`config.mk`:
```
export PLATFORM = sky130hd
export DESIGN_NAME = lc3_mem_sequencer_flat
export DESIGN_NICKNAME = d
export VERILOG_FILES = /design/src/rtl/lc3_mem_sequencer_pkg.sv /design/src/rtl/lc3_mem_sequencer_if.sv /design/src/rtl/lc3_mem_sequencer.sv /design/src/flat_wrapper.sv
export SDC_FILE = /design/constraint.sdc
export NUM_CORES = 1
export LEC_CHECK = 0
export ABC_CLOCK_PERIOD_IN_PS = 1700
export CORE_AREA = 2 2 105 107
export CTS_BUF_LIST = sky130_fd_sc_hd__clkbuf_16
export CTS_CLUSTER_DIAMETER = 120
export CTS_CLUSTER_SIZE = 25
export DETAILED_ROUTE_END_ITERATION = 6
export DIE_AREA = 0 0 107 109
export GPL_TIMING_DRIVEN = 1
export REMOVE_ABC_BUFFERS = 1
export SKIP_CTS_REPAIR_TIMING = 1
export SLEW_MARGIN = 20
export SYNTH_ARGS = -nofsm -noshare
export SYNTH_HDL_FRONTEND = slang
export SYNTH_SLANG_ARGS = --single-unit
```
`constraint.sdc`:
```
create_clock -name clk -period 1.7 [get_ports clk]
set_input_delay 0.17 -clock clk [delete_from_list [all_inputs] [get_ports clk]]
set_output_delay 0.17 -clock clk [all_outputs]
set_load 0.01 [all_outputs]
```
`src/rtl/lc3_mem_sequencer_pkg.sv`:
```
// Shared types and encodings for the LC-3 memory transaction sequencer.
package lc3_mem_pkg;

  typedef enum logic [2:0] {
    IDLE  = 3'd0,
    ADDR  = 3'd1,
    WDATA = 3'd2,
    WRITE = 3'd3,
    RWAIT = 3'd4,
    RLOAD = 3'd5,
    RCAPT = 3'd6,
    DONE  = 3'd7
  } state_e;

  // MDR source select as seen by the datapath mux
  localparam logic [1:0] SEL_MDR_NONE = 2'b00;
  localparam logic [1:0] SEL_MDR_MEM  = 2'b01;
  localparam logic [1:0] SEL_MDR_SPC  = 2'b11;

  // Requester identity held while a transaction is in flight
  localparam logic OWN_CPU = 1'b0;
  localparam logic OWN_LD  = 1'b1;

endpackage

```
`src/rtl/lc3_mem_sequencer_if.sv`:
```
// Requester handshakes plus the MAR/MDR/memory special-input controls.
// master = the sequencer, slave = requesters and datapath.
interface lc3_mem_sequencer_if #(
  parameter int AW = 16,
  parameter int DW = 16
) ();

  // requester side
  logic          run_en;
  logic          ld_req;
  logic          ld_we;
  logic [AW-1:0] ld_addr;
  logic [DW-1:0] ld_wdata;
  logic          ld_ack;
  logic          ld_done;
  logic          cpu_req;
  logic          cpu_we;
  logic [AW-1:0] cpu_addr;
  logic [DW-1:0] cpu_wdata;
  logic          cpu_ack;
  logic          cpu_done;
  logic [DW-1:0] rd_data;
  logic          busy;
  logic          owner;

  // datapath side
  logic [DW-1:0] mdr_in;
  logic [AW-1:0] MARSpcIn;
  logic          ldMARSpcIn;
  logic          ldMAR;
  logic [DW-1:0] MDRSpcIn;
  logic          ldMDR;
  logic [1:0]    selMDR;
  logic          memWE;

  modport master (
    input  run_en, ld_req, ld_we, ld_addr, ld_wdata,
    input  cpu_req, cpu_we, cpu_addr, cpu_wdata, mdr_in,
    output ld_ack, ld_done, cpu_ack, cpu_done, rd_data, busy, owner,
    output MARSpcIn, ldMARSpcIn, ldMAR, MDRSpcIn, ldMDR, selMDR, memWE
  );

  modport slave (
    output run_en, ld_req, ld_we, ld_addr, ld_wdata,
    output cpu_req, cpu_we, cpu_addr, cpu_wdata, mdr_in,
    input  ld_ack, ld_done, cpu_ack, cpu_done, rd_data, busy, owner,
    input  MARSpcIn, ldMARSpcIn, ldMAR, MDRSpcIn, ldMDR, selMDR, memWE
  );

endinterface

```
`src/rtl/lc3_mem_sequencer.sv`:
```
// Sequences loader and CPU transactions over the shared MAR/MDR/memory path.
// Loader has fixed priority; a granted transaction always runs to DONE.
module lc3_mem_sequencer
  import lc3_mem_pkg::*;
#(
  parameter int MEM_LAT = 1,
  parameter int AW      = 16,
  parameter int DW      = 16
) (
  input  logic                clk,
  input  logic                reset_n,
  lc3_mem_sequencer_if.master bus
);

  // Last value of the read wait counter; unused when MEM_LAT is 0 since RWAIT is skipped
  localparam logic [2:0] CNT_LAST = (MEM_LAT == 0) ? 3'd0 : 3'(MEM_LAT - 1);

  state_e        state_q, state_d;
  logic [2:0]    cnt_q, cnt_d;
  logic [AW-1:0] addr_q, addr_d;
  logic [DW-1:0] wdata_q, wdata_d;
  logic          we_q, we_d;
  logic          owner_q, owner_d;
  logic [DW-1:0] rd_data_q, rd_data_d;

  logic          ld_ack, cpu_ack;
  logic          ld_done, cpu_done;
  logic [AW-1:0] mar_spc;
  logic          ld_mar;
  logic [DW-1:0] mdr_spc;
  logic          ld_mdr;
  logic [1:0]    sel_mdr;
  logic          mem_we;

  // State and transaction registers; async reset aborts any in-flight write
  always_ff @(posedge clk or negedge reset_n) begin
    if (!reset_n) begin
      state_q   <= IDLE;
      cnt_q     <= 3'd0;
      addr_q    <= '0;
      wdata_q   <= '0;
      we_q      <= 1'b0;
      owner_q   <= OWN_CPU;
      rd_data_q <= '0;
    end else begin
      state_q   <= state_d;
      cnt_q     <= cnt_d;
      addr_q    <= addr_d;
      wdata_q   <= wdata_d;
      we_q      <= we_d;
      owner_q   <= owner_d;
      rd_data_q <= rd_data_d;
    end
  end

  // Arbitration, request capture and next-state sequencing
  always_comb begin
    state_d   = state_q;
    cnt_d     = cnt_q;
    addr_d    = addr_q;
    wdata_d   = wdata_q;
    we_d      = we_q;
    owner_d   = owner_q;
    rd_data_d = rd_data_q;
    ld_ack    = 1'b0;
    cpu_ack   = 1'b0;
    case (state_q)
      IDLE: begin
        // requests are only looked at here, so nothing preempts a running transaction
        if (bus.ld_req) begin
          owner_d = OWN_LD;
          addr_d  = bus.ld_addr;
          wdata_d = bus.ld_wdata;
          we_d    = bus.ld_we;
          ld_ack  = 1'b1;
          state_d = ADDR;
        end else if (bus.cpu_req && bus.run_en) begin
          owner_d = OWN_CPU;
          addr_d  = bus.cpu_addr;
          wdata_d = bus.cpu_wdata;
          we_d    = bus.cpu_we;
          cpu_ack = 1'b1;
          state_d = ADDR;
        end
      end
      ADDR: begin
        cnt_d = 3'd0;
        if (we_q) begin
          state_d = WDATA;
        end else if (MEM_LAT == 0) begin
          state_d = RLOAD;
        end else begin
          state_d = RWAIT;
        end
      end
      WDATA: state_d = WRITE;
      WRITE: state_d = DONE;
      RWAIT: begin
        if (cnt_q == CNT_LAST) begin
          cnt_d   = 3'd0;
          state_d = RLOAD;
        end else begin
          cnt_d = cnt_q + 3'd1;
        end
      end
      RLOAD: state_d = RCAPT;
      RCAPT: begin
        // MDR was loaded from memory in RLOAD, so mdr_in is settled now
        rd_data_d = bus.mdr_in;
        state_d   = DONE;
      end
      DONE:    state_d = IDLE;
      default: state_d = IDLE;
    endcase
  end

  // Moore decode of datapath controls and done pulses from the state register
  always_comb begin
    mar_spc  = '0;
    ld_mar   = 1'b0;
    mdr_spc  = '0;
    ld_mdr   = 1'b0;
    sel_mdr  = SEL_MDR_NONE;
    mem_we   = 1'b0;
    ld_done  = 1'b0;
    cpu_done = 1'b0;
    case (state_q)
      ADDR: begin
        ld_mar  = 1'b1;
        mar_spc = addr_q;
      end
      WDATA: begin
        ld_mdr  = 1'b1;
        sel_mdr = SEL_MDR_SPC;
        mdr_spc = wdata_q;
      end
      WRITE: mem_we = 1'b1;
      RLOAD: begin
        ld_mdr  = 1'b1;
        sel_mdr = SEL_MDR_MEM;
      end
      DONE: begin
        ld_done  = (owner_q == OWN_LD);
        cpu_done = (owner_q == OWN_CPU);
      end
      default: ;
    endcase
  end

  assign bus.ld_ack     = ld_ack;
  assign bus.cpu_ack    = cpu_ack;
  assign bus.ld_done    = ld_done;
  assign bus.cpu_done   = cpu_done;
  assign bus.rd_data    = rd_data_q;
  assign bus.busy       = (state_q != IDLE);
  assign bus.owner      = owner_q;
  assign bus.MARSpcIn   = mar_spc;
  assign bus.ldMARSpcIn = ld_mar;
  assign bus.ldMAR      = ld_mar;
  assign bus.MDRSpcIn   = mdr_spc;
  assign bus.ldMDR      = ld_mdr;
  assign bus.selMDR     = sel_mdr;
  assign bus.memWE      = mem_we;

endmodule
```
`src/flat_wrapper.sv`:
```
// flat-port wrapper written by rule: the top's interface ports become plain ports
module lc3_mem_sequencer_flat import lc3_mem_pkg::*;
#(
  parameter int MEM_LAT = 1,
  parameter int AW      = 16,
  parameter int DW      = 16
)
  (clk, reset_n, bus_run_en, bus_ld_req, bus_ld_we, bus_ld_addr, bus_ld_wdata, bus_cpu_req, bus_cpu_we, bus_cpu_addr, bus_cpu_wdata, bus_mdr_in, bus_ld_ack, bus_ld_done, bus_cpu_ack, bus_cpu_done, bus_rd_data, bus_busy, bus_owner, bus_MARSpcIn, bus_ldMARSpcIn, bus_ldMAR, bus_MDRSpcIn, bus_ldMDR, bus_selMDR, bus_memWE);
  lc3_mem_sequencer_if #(.AW(AW), .DW(DW)) bus_i ();
  input  logic clk;
  input  logic reset_n;
  input wire logic [$bits(bus_i.run_en)-1:0] bus_run_en;
  input wire logic [$bits(bus_i.ld_req)-1:0] bus_ld_req;
  input wire logic [$bits(bus_i.ld_we)-1:0] bus_ld_we;
  input wire logic [$bits(bus_i.ld_addr)-1:0] bus_ld_addr;
  input wire logic [$bits(bus_i.ld_wdata)-1:0] bus_ld_wdata;
  input wire logic [$bits(bus_i.cpu_req)-1:0] bus_cpu_req;
  input wire logic [$bits(bus_i.cpu_we)-1:0] bus_cpu_we;
  input wire logic [$bits(bus_i.cpu_addr)-1:0] bus_cpu_addr;
  input wire logic [$bits(bus_i.cpu_wdata)-1:0] bus_cpu_wdata;
  input wire logic [$bits(bus_i.mdr_in)-1:0] bus_mdr_in;
  output wire logic [$bits(bus_i.ld_ack)-1:0] bus_ld_ack;
  output wire logic [$bits(bus_i.ld_done)-1:0] bus_ld_done;
  output wire logic [$bits(bus_i.cpu_ack)-1:0] bus_cpu_ack;
  output wire logic [$bits(bus_i.cpu_done)-1:0] bus_cpu_done;
  output wire logic [$bits(bus_i.rd_data)-1:0] bus_rd_data;
  output wire logic [$bits(bus_i.busy)-1:0] bus_busy;
  output wire logic [$bits(bus_i.owner)-1:0] bus_owner;
  output wire logic [$bits(bus_i.MARSpcIn)-1:0] bus_MARSpcIn;
  output wire logic [$bits(bus_i.ldMARSpcIn)-1:0] bus_ldMARSpcIn;
  output wire logic [$bits(bus_i.ldMAR)-1:0] bus_ldMAR;
  output wire logic [$bits(bus_i.MDRSpcIn)-1:0] bus_MDRSpcIn;
  output wire logic [$bits(bus_i.ldMDR)-1:0] bus_ldMDR;
  output wire logic [$bits(bus_i.selMDR)-1:0] bus_selMDR;
  output wire logic [$bits(bus_i.memWE)-1:0] bus_memWE;
  assign bus_i.run_en = bus_run_en;
  assign bus_i.ld_req = bus_ld_req;
  assign bus_i.ld_we = bus_ld_we;
  assign bus_i.ld_addr = bus_ld_addr;
  assign bus_i.ld_wdata = bus_ld_wdata;
  assign bus_i.cpu_req = bus_cpu_req;
  assign bus_i.cpu_we = bus_cpu_we;
  assign bus_i.cpu_addr = bus_cpu_addr;
  assign bus_i.cpu_wdata = bus_cpu_wdata;
  assign bus_i.mdr_in = bus_mdr_in;
  assign bus_ld_ack = bus_i.ld_ack;
  assign bus_ld_done = bus_i.ld_done;
  assign bus_cpu_ack = bus_i.cpu_ack;
  assign bus_cpu_done = bus_i.cpu_done;
  assign bus_rd_data = bus_i.rd_data;
  assign bus_busy = bus_i.busy;
  assign bus_owner = bus_i.owner;
  assign bus_MARSpcIn = bus_i.MARSpcIn;
  assign bus_ldMARSpcIn = bus_i.ldMARSpcIn;
  assign bus_ldMAR = bus_i.ldMAR;
  assign bus_MDRSpcIn = bus_i.MDRSpcIn;
  assign bus_ldMDR = bus_i.ldMDR;
  assign bus_selMDR = bus_i.selMDR;
  assign bus_memWE = bus_i.memWE;
  lc3_mem_sequencer #(.MEM_LAT(MEM_LAT), .AW(AW), .DW(DW)) u_core (.clk(clk), .reset_n(reset_n), .bus(bus_i));
endmodule
```
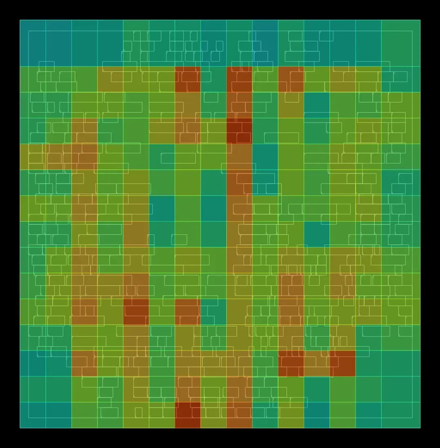
Fig. 1. Congestion heat map.
fin util: 48.97%
M3 GR Usage: 3.766%
gr usage total: 13.34%
GRT Max-Usage Layer: met2
M2 GR Usage: 20.88%

==> ci_impl_report.md <==
### Metrics collected by this job

| Metric | Value |
|---|---|
| Worst-margin pin slew | 0.6487 ns |
| CTS tree | built |
| Init Core Util | roughly 29% |
| Synthesized registers | roughly 56 |
| Diode count | 0 |
| Reg2Reg Depth | 7 |
| Clock Skew | 0.005195 ns |
| Top cells, area | dfrtp_1, mux2_2, mux2_4, and2_1, and3_1 |
| Chip area | ~12000 µm² |
| Antenna violation net count after detailed routing | 0 |
| Max VDD drop | 0.4875 mV |
| Final Max Slew Viols | 0 |
| # H-tree levels | 2 |
| Worst slew margin | roughly 57% |
| Root Driver | clkbuf_16 |
| Failing checks | negative setup slack |
| Pre-CTS setup slack | -0.03860 ns |
| Port Buffer Count | roughly 150 |
| R2r endpoint | u_core.addr_q[9]$_DFFE_PN0P_ |
| Number of vias per cell | ~4.5 |
| Outcome | finished, violations left |
| Routability cong. | 0.7055 |
| Pwr Density | 1350 nW/µm² |
| Critical Path RT | approximately 1.9 ns |
| Most frequent cell after synthesis | dfrtp_1 |
| Critical Setup Path Class | register to register |
| Clk sinks | roughly 56 |
| Hold Crit Class | input pin to async pin |
| Hold Slack | 0.4306 ns |
| Final Hold Viols | 0 |
| Leak pwr | between 2 and 3 nW |
| Die width | 107 µm |
| Rows | 38 |
| Ys cells | 234 |
| CP delay by family, top | buffers and inverters |
| Area leader, netlist | dfrtp_1 |
| Setup ws final | -0.1326 ns |
| Clk slew on worst S/H paths | 0.07 ns |
| CTS max path bufs | 2 |
| Final setup fails | 51 |
| Maximum fanout along the worst path | 8 |
| Top FF cell, synth | dfrtp_1 |
| R2R setup slack | -0.13 ns |
| Chip area in the Yosys report | 3064 µm² |
| Layout area overhead | 69.46% |
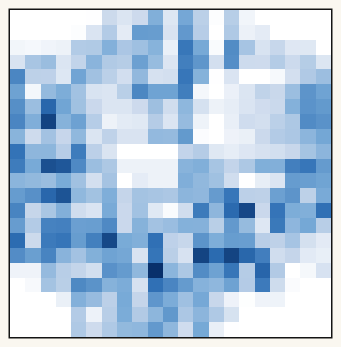
Fig. 2. Wire density map.
(3 px per µm) The die is cut into 21 by 22 equal tiles; white is low, dark blue is high, scaled to the fullest tile. Values are wire area over tile area, all layers added.
nearly empty tiles = 15%
tiles over half the peak = 23%
fullest tile = 0.35
WL per Instance: 15.20 µm
Vias: 2440
WL final: 8317 µm

## per-stage QoR
stage,util [%],instances
after floorplan,-,216
after global placement,44.81,522
after detailed placement,44.81,522
after CTS,46.11,529
after global routing,48.97,547
final,48.97,547
## report_power, final
part           internal [mW]  switching [mW]
Clock                  0.536           0.464
Combinational           2.35            1.29
Sequential              1.99           0.389
## how the worst max path moves through the flow
stage | start | endpoint | slack [ns] | cells past startpoint
global placement | u_core.state_q[1]$_DFFE_PN0P_ | bus_MARSpcIn[11] | -0.02 | 4
detailed placement | u_core.state_q[1]$_DFFE_PN0P_ | bus_MARSpcIn[11] | -0.04 | 4
finish | u_core.state_q[2]$_DFFE_PN0P_ | u_core.addr_q[9]$_DFFE_PN0P_ | -0.13 | 7
CTS | u_core.state_q[1]$_DFFE_PN0P_ | bus_MARSpcIn[11] | -0.36 | 4
global route | u_core.state_q[2]$_DFFE_PN0P_ | u_core.wdata_q[6]$_DFFE_PN0P_ | -0.19 | 7
floorplan | u_core.state_q[1]$_DFFE_PN0P_ | u_core.addr_q[15]$_DFFE_PN0P_ | -1.14 | 3
## layout by cell type, fill, tap and decap left out, types with 3 or more instances in the layout
master,netlist,routed
inv_1,6,6
dlymetal6s2s_1,0,22
clkbuf_16,0,8
clkdlybuf4s50_1,0,101
o21ai_0,7,7
buf_6,2,19
dfrtp_1,56,53
and2_4,0,7
and3_1,18,18
nand2_1,3,3
mux2i_1,3,3
and2_1,19,12
dfrtp_2,0,3
buf_4,5,18
mux2_4,29,32
buf_12,3,4
mux2_2,51,48
buf_2,0,13
## state kept, by name, summed over array words and instances, names as in the netlist
name,cells
u_core.bus.rd_data,16
u_core.cnt_q,3
u_core.wdata_q,16
u_core.state_q,3
u_core.bus.owner,1
u_core.addr_q,16
u_core.we_q,1
## cells by family (layout without fill, tap and decap cells)
kind of cell | after synthesis | in the layout | share of synthesized area, %
fa+ha+maj | 2 | 2 | 0.8165
flops | 56 | 56 | 45.73
buf+inv | 24 | 197 | 5.635
compound gates | 17 | 17 | 3.512
mux | 83 | 83 | 33.93
simple gates | 52 | 52 | 10.37
## metal layers
layer	global-route usage, %	wire [µm]	up-vias
li1	-	-	1170
met4	3.247	74	0
met1	18.28	3849	1170
met5	0	0	-
met2	20.88	3832	94
met3	3.766	560	6
## final cells by class
type | instances | area [µm²]
multi-input cells | 154 | 1549
flip-flops and latches | 56 | 1405
repair buffers | 184 | 1903
fillers | 955 | 5410
well taps | 140 | 175.2
clock buffers | 5 | 125.1
clock inverters | 2 | 12.51
inverters | 6 | 22.52
No activity file was given, so power comes from the tool's default toggle rates.
